`config.mk`:
```
export PLATFORM = sky130hd
export DESIGN_NAME = blocpu_loader
export DESIGN_NICKNAME = d
export VERILOG_FILES = /design/src/rtl/blocpu_pkg.sv /design/src/rtl/blocpu_loader.sv
export SDC_FILE = /design/constraint.sdc
export NUM_CORES = 1
export LEC_CHECK = 0
export CAP_MARGIN = 20
export CORE_AREA = 2 2 86 71
export DETAILED_ROUTE_END_ITERATION = 8
export DIE_AREA = 0 0 88 73
export PLACE_DENSITY = 0.73
export SETUP_SLACK_MARGIN = 0.02
export SLEW_MARGIN = 20
export SYNTH_ARGS = -nofsm -noshare
export SYNTH_HDL_FRONTEND = slang
export SYNTH_SLANG_ARGS = --single-unit
export TNS_END_PERCENT = 1
```
`constraint.sdc`:
```
create_clock -name in_clock -period 3 [get_ports in_clock]
set_input_delay 0.3 -clock in_clock [delete_from_list [all_inputs] [get_ports in_clock]]
set_output_delay 0.3 -clock in_clock [all_outputs]
set_load 0.1 [all_outputs]
```
`src/rtl/blocpu_pkg.sv`:
```
// Shared definitions for the program loader: default widths, stream
// constants, the nibble-check mask and the loader state encoding.
// The CSUM state exists only when BLOCPU_LOADER_CHECKSUM_EN is defined.
package blocpu_pkg;

  localparam int CPU_WIDTH_DEFAULT         = 8;
  localparam int INSTRUCTION_WIDTH_DEFAULT = 12;
  localparam int BYTE_WIDTH                = 8;
  localparam int COUNT_WIDTH               = 16;

  // Upper nibble of an instruction's first byte must be zero.
  localparam logic [BYTE_WIDTH-1:0] NIBBLE_CHECK_MASK = 8'hF0;

  typedef enum logic [3:0] {
    IDLE     = 4'd0,
    LEN_HI   = 4'd1,
    LEN_LO   = 4'd2,
    INST_HI  = 4'd3,
    INST_LO  = 4'd4,
    WRITE    = 4'd5,
`ifdef BLOCPU_LOADER_CHECKSUM_EN
    CSUM     = 4'd6,
`endif
    CORE_RST = 4'd7,
    RUN_ARM  = 4'd8,
    RUN_WAIT = 4'd9,
    DONE     = 4'd10,
    ERROR    = 4'd11
  } state_t;

endpackage

```
`src/rtl/blocpu_loader.sv`:
```
// Program loader: receives a length-prefixed instruction stream from a
// host, writes each instruction into the core's instruction memory, then
// pulses the core reset, starts the core and waits for it to halt.
// Optional feature macro: BLOCPU_LOADER_CHECKSUM_EN adds a trailing
// XOR checksum byte over all instruction bytes.
module blocpu_loader
  import blocpu_pkg::*;
#(
  parameter int CPU_WIDTH         = CPU_WIDTH_DEFAULT,
  parameter int INSTRUCTION_WIDTH = INSTRUCTION_WIDTH_DEFAULT,
  parameter int ADDRESS_WIDTH     = 2 * CPU_WIDTH
) (
  input  logic                         in_clock,
  input  logic                         in_reset,
  input  logic                         in_start,
  input  logic [BYTE_WIDTH-1:0]        in_byte,
  input  logic                         in_byte_valid,
  output logic                         out_byte_ready,
  output logic [INSTRUCTION_WIDTH-1:0] out_instruction,
  output logic [ADDRESS_WIDTH-1:0]     out_instruction_address,
  output logic                         out_instruction_write,
  output logic                         out_core_reset,
  output logic                         out_core_running,
  input  logic                         in_core_running,
  output logic                         out_busy,
  output logic                         out_done,
  output logic                         out_error
);

  // Where the stream goes once all instructions are in.
`ifdef BLOCPU_LOADER_CHECKSUM_EN
  localparam state_t AFTER_LOAD = CSUM;
`else
  localparam state_t AFTER_LOAD = CORE_RST;
`endif

  state_t                         state_q, state_d;
  logic [COUNT_WIDTH-1:0]         count_q;   // instructions still to write
  logic [3:0]                     hi_q;      // instruction[11:8] held between bytes
  logic [INSTRUCTION_WIDTH-1:0]   instr_q;
  logic [ADDRESS_WIDTH-1:0]       addr_q;
  logic                           accept;
`ifdef BLOCPU_LOADER_CHECKSUM_EN
  logic [BYTE_WIDTH-1:0]          csum_q;
`endif

  assign accept                  = in_byte_valid && out_byte_ready;
  assign out_instruction         = instr_q;
  assign out_instruction_address = addr_q;

  // State register; reset wins over a same-cycle start.
  always_ff @(posedge in_clock) begin
    if (in_reset) state_q <= IDLE;
    else          state_q <= state_d;
  end

  // Next-state decode and state-derived outputs.
  always_comb begin
    state_d               = state_q;
    out_byte_ready        = 1'b0;
    out_instruction_write = 1'b0;
    out_core_reset        = 1'b0;
    out_core_running      = 1'b0;
    out_busy              = 1'b1;
    out_done              = 1'b0;
    out_error             = 1'b0;
    case (state_q)
      IDLE, DONE, ERROR: begin
        out_busy  = 1'b0;
        out_done  = (state_q == DONE);
        out_error = (state_q == ERROR);
        if (in_start) state_d = LEN_HI;
      end
      LEN_HI: begin
        out_byte_ready = 1'b1;
        if (accept) state_d = LEN_LO;
      end
      LEN_LO: begin
        out_byte_ready = 1'b1;
        if (accept) begin
          if ({count_q[COUNT_WIDTH-1:BYTE_WIDTH], in_byte} == '0) state_d = AFTER_LOAD;
          else                                                    state_d = INST_HI;
        end
      end
      INST_HI: begin
        out_byte_ready = 1'b1;
        if (accept) begin
          if ((in_byte & NIBBLE_CHECK_MASK) != '0) state_d = ERROR;
          else                                     state_d = INST_LO;
        end
      end
      INST_LO: begin
        out_byte_ready = 1'b1;
        if (accept) state_d = WRITE;
      end
      WRITE: begin
        out_instruction_write = 1'b1;
        if (count_q == COUNT_WIDTH'(1)) state_d = AFTER_LOAD;
        else                            state_d = INST_HI;
      end
`ifdef BLOCPU_LOADER_CHECKSUM_EN
      CSUM: begin
        out_byte_ready = 1'b1;
        if (accept) begin
          if (in_byte == csum_q) state_d = CORE_RST;
          else                   state_d = ERROR;
        end
      end
`endif
      CORE_RST: begin
        out_core_reset = 1'b1;
        state_d        = RUN_ARM;
      end
      RUN_ARM: begin
        out_core_running = 1'b1;
        if (in_core_running) state_d = RUN_WAIT;
      end
      RUN_WAIT: begin
        out_core_running = 1'b1;
        if (!in_core_running) state_d = DONE;
      end
      default: state_d = IDLE;
    endcase
  end

  // Datapath: count capture, instruction assembly, address and checksum.
  always_ff @(posedge in_clock) begin
    if (in_reset) begin
      count_q <= '0;
      hi_q    <= '0;
      instr_q <= '0;
      addr_q  <= '0;
`ifdef BLOCPU_LOADER_CHECKSUM_EN
      csum_q  <= '0;
`endif
    end else begin
      case (state_q)
        IDLE, DONE, ERROR: begin
          if (in_start) begin
            addr_q <= '0;
`ifdef BLOCPU_LOADER_CHECKSUM_EN
            csum_q <= '0;
`endif
          end
        end
        LEN_HI: if (accept) count_q[COUNT_WIDTH-1:BYTE_WIDTH] <= in_byte;
        LEN_LO: if (accept) count_q[BYTE_WIDTH-1:0] <= in_byte;
        INST_HI: begin
          if (accept) begin
            hi_q <= in_byte[3:0];
`ifdef BLOCPU_LOADER_CHECKSUM_EN
            csum_q <= csum_q ^ in_byte;
`endif
          end
        end
        INST_LO: begin
          if (accept) begin
            instr_q <= INSTRUCTION_WIDTH'({hi_q, in_byte});
`ifdef BLOCPU_LOADER_CHECKSUM_EN
            csum_q <= csum_q ^ in_byte;
`endif
          end
        end
        WRITE: begin
          addr_q  <= addr_q + ADDRESS_WIDTH'(1);
          count_q <= count_q - COUNT_WIDTH'(1);
        end
        default: ;
      endcase
    end
  end

endmodule

```
Figure 1. M1 wires.
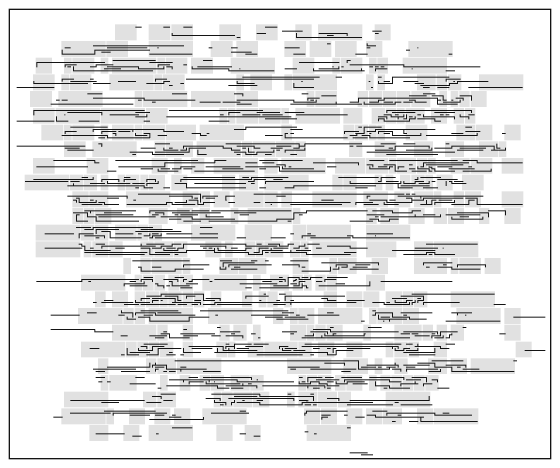
longest straight run = 29.9 um
nets with wire on the layer = 349
wire length on this layer = 3290 um
share of all routed wire = 50%
main direction = horizontal

Figure 2. Sizing map.
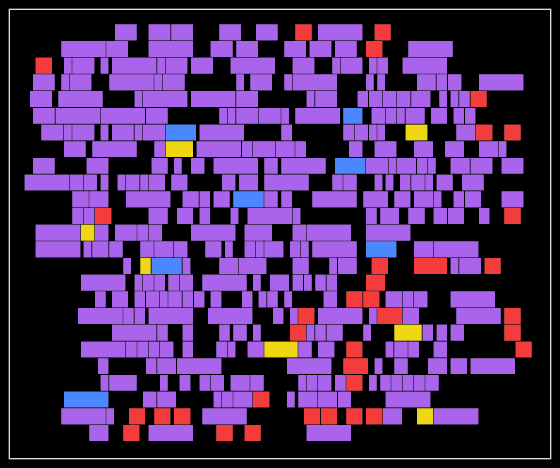
blue -> _6 and larger  # cells 7, share 1.9%
red -> _3 and _4 cells  # cells 35, share 9.4%
purple -> _0 and _1 cells  # cells 325, share 87%
yellow -> _2 cells  # cells 7, share 1.9%

==> commit_impl_results.txt <==
Record implementation results from latest flow run

- Area leader, netlist: sky130_fd_sc_hd__dfxtp_1
* Nets at Floorplan: 352
* Max-slew violation total from the final report: 0
- Post-Syn Instances: 336
- Number of warnings reported in the yosys synthesis log: 0
- Per the detail_route report, routed wire per instance is 14.5 um.
- Dividing total power by cell area gives a power density of 578 mW/mm2.
* Number of hold violations in the final report: 0
* Worst reg2reg startpoint: state_q[2]
- Status: complete, no violations
- Final Total Pwr: about 0.0019 W
* Synthesized flop and latch total: ~52
- Post-synthesis area per instance: between 8 and 9 um2
- Counting stages on the worst path, the most repeated cell is sky130_fd_sc_hd__buf_4.
- Clock latency reported for the late side of the worst-skew pair: approximately 310 ps
- Average vias per placed instance: approximately 5.9
- Capture instance of the worst register-to-register path: count_q[14]
* Critical path cell sequence: nand4bb_1 -> buf_4 -> clkinv_1 -> buf_4 -> buf_12
- Among cell families on the critical path, the largest total delay comes from flip-flops.
- CTS saw 52 sinks.
- Count of buffer and inverter cells on the critical path: 4
* DRC: 0
- Final Net Count: about 400
- STA classifies the critical path endpoint as a primary output.
- Total routed wirelength: between 6 and 7 mm
power by group:
part | leakage (nW) | total (W) | internal, W | switching, W
clock network | 0.0485 | 0.000410 | 0.000168 | 0.000242
logic | 0.834 | 0.000696 | 0.000226 | 0.000470
registers | 0.420 | 0.000823 | 0.000735 | 0.0000885
total | 1.30 | 0.00193 | 0.00113 | 0.000800
kinds of logic after synthesis:
| group | Yosys count | synth area share, % |
|---|---|---|
| adder cells (fa/ha/maj) | 3 | 1.35 |
| flip-flops | 52 | 37.5 |
| multiplexers | 20 | 7.39 |
| AND/OR/NAND/NOR | 131 | 25.7 |
| XOR/XNOR | 5 | 1.58 |
| AND-OR/OR-AND | 91 | 21.4 |
| buffers and inverters | 34 | 5.09 |
layout by cell type, fill, tap and decap left out, types with 10 or more instances in the layout:
cell	n
sky130_fd_sc_hd__dfxtp_1	52
sky130_fd_sc_hd__nor2_1	39
sky130_fd_sc_hd__buf_4	31
sky130_fd_sc_hd__a21oi_1	24
sky130_fd_sc_hd__clkdlybuf4s50_1	21
sky130_fd_sc_hd__nand3_1	20
sky130_fd_sc_hd__mux2i_1	19
sky130_fd_sc_hd__nand2_1	16
sky130_fd_sc_hd__a31oi_1	15
sky130_fd_sc_hd__o21ai_0	13
sky130_fd_sc_hd__inv_1	10
registers in the layout (all words and copies together) (netlist names):
register / count
out_instruction_address: 16
count_q: 16
out_instruction: 12
hi_q: 4
state_q: 4
cell type report:
cell class	count	area [um2]
clock buffer	5	68.8
inverter	11	41.3
timing repair buffer	53	463
sequential	52	1040
fill	515	2320
clock inverter	3	22.5
multi-input combinational	250	1600
tap	81	101
metal layers:
layer / share of wire (%) / GRT usage, %
met5: 0 / 0
met4: 1.1 / 5.81
met3: 6.0 / 3.96
met2: 43 / 30.4
met1: 50 / 30.7
per-stage QoR:
step / hold WS, ps / area (um2) / setup TNS (ps) / util [%] / setup WS, ps
detailed placement: 483 / 3250 / 0 / 57.3 / 749
CTS: 500 / 3340 / 0 / 58.9 / 689
global route: 536 / 3340 / 0 / 58.9 / 568
floorplan: 444 / 2780 / -511 / - / -278
finish: 504 / 3340 / 0 / 58.9 / 716
global placement: 472 / 3250 / 0 / 57.3 / 781
Yosys cell counts (all sizes together), types with 3 or more instances:
cell type,n
a21oi,24
a22oi,4
a311oi,3
a31oi,15
and2,3
and3,5
and3b,3
and4,4
buf,11
clkbuf,12
dfxtp,52
ha,3
inv,10
mux2i,19
nand2,16
nand3,20
nand4,9
nor2,39
nor3,9
nor4,3
nor4b,3
o211ai,8
o21ai,14
o32ai,3
or3,4
or4,3
xnor2,4
worst min-delay path by stage:
stage | start | end | depth (start not counted)
after floorplan | in_byte[0] | hi_q[0] | 2
after global placement | hi_q[2] | out_instruction[10] | 2
after detailed placement | count_q[7] | count_q[7] | 2
after CTS | count_q[7] | count_q[7] | 2
after global routing | out_instruction_address[6] | out_instruction_address[6] | 1
final | hi_q[1] | out_instruction[9] | 2
tightest hold or removal path, stage by stage, from the launching register on:
cell and delay [ps]:
sky130_fd_sc_hd__dfxtp_1 340, sky130_fd_sc_hd__mux2i_1 60, sky130_fd_sc_hd__nor2_1 70
No activity file was given, so power comes from the tool's default toggle rates.
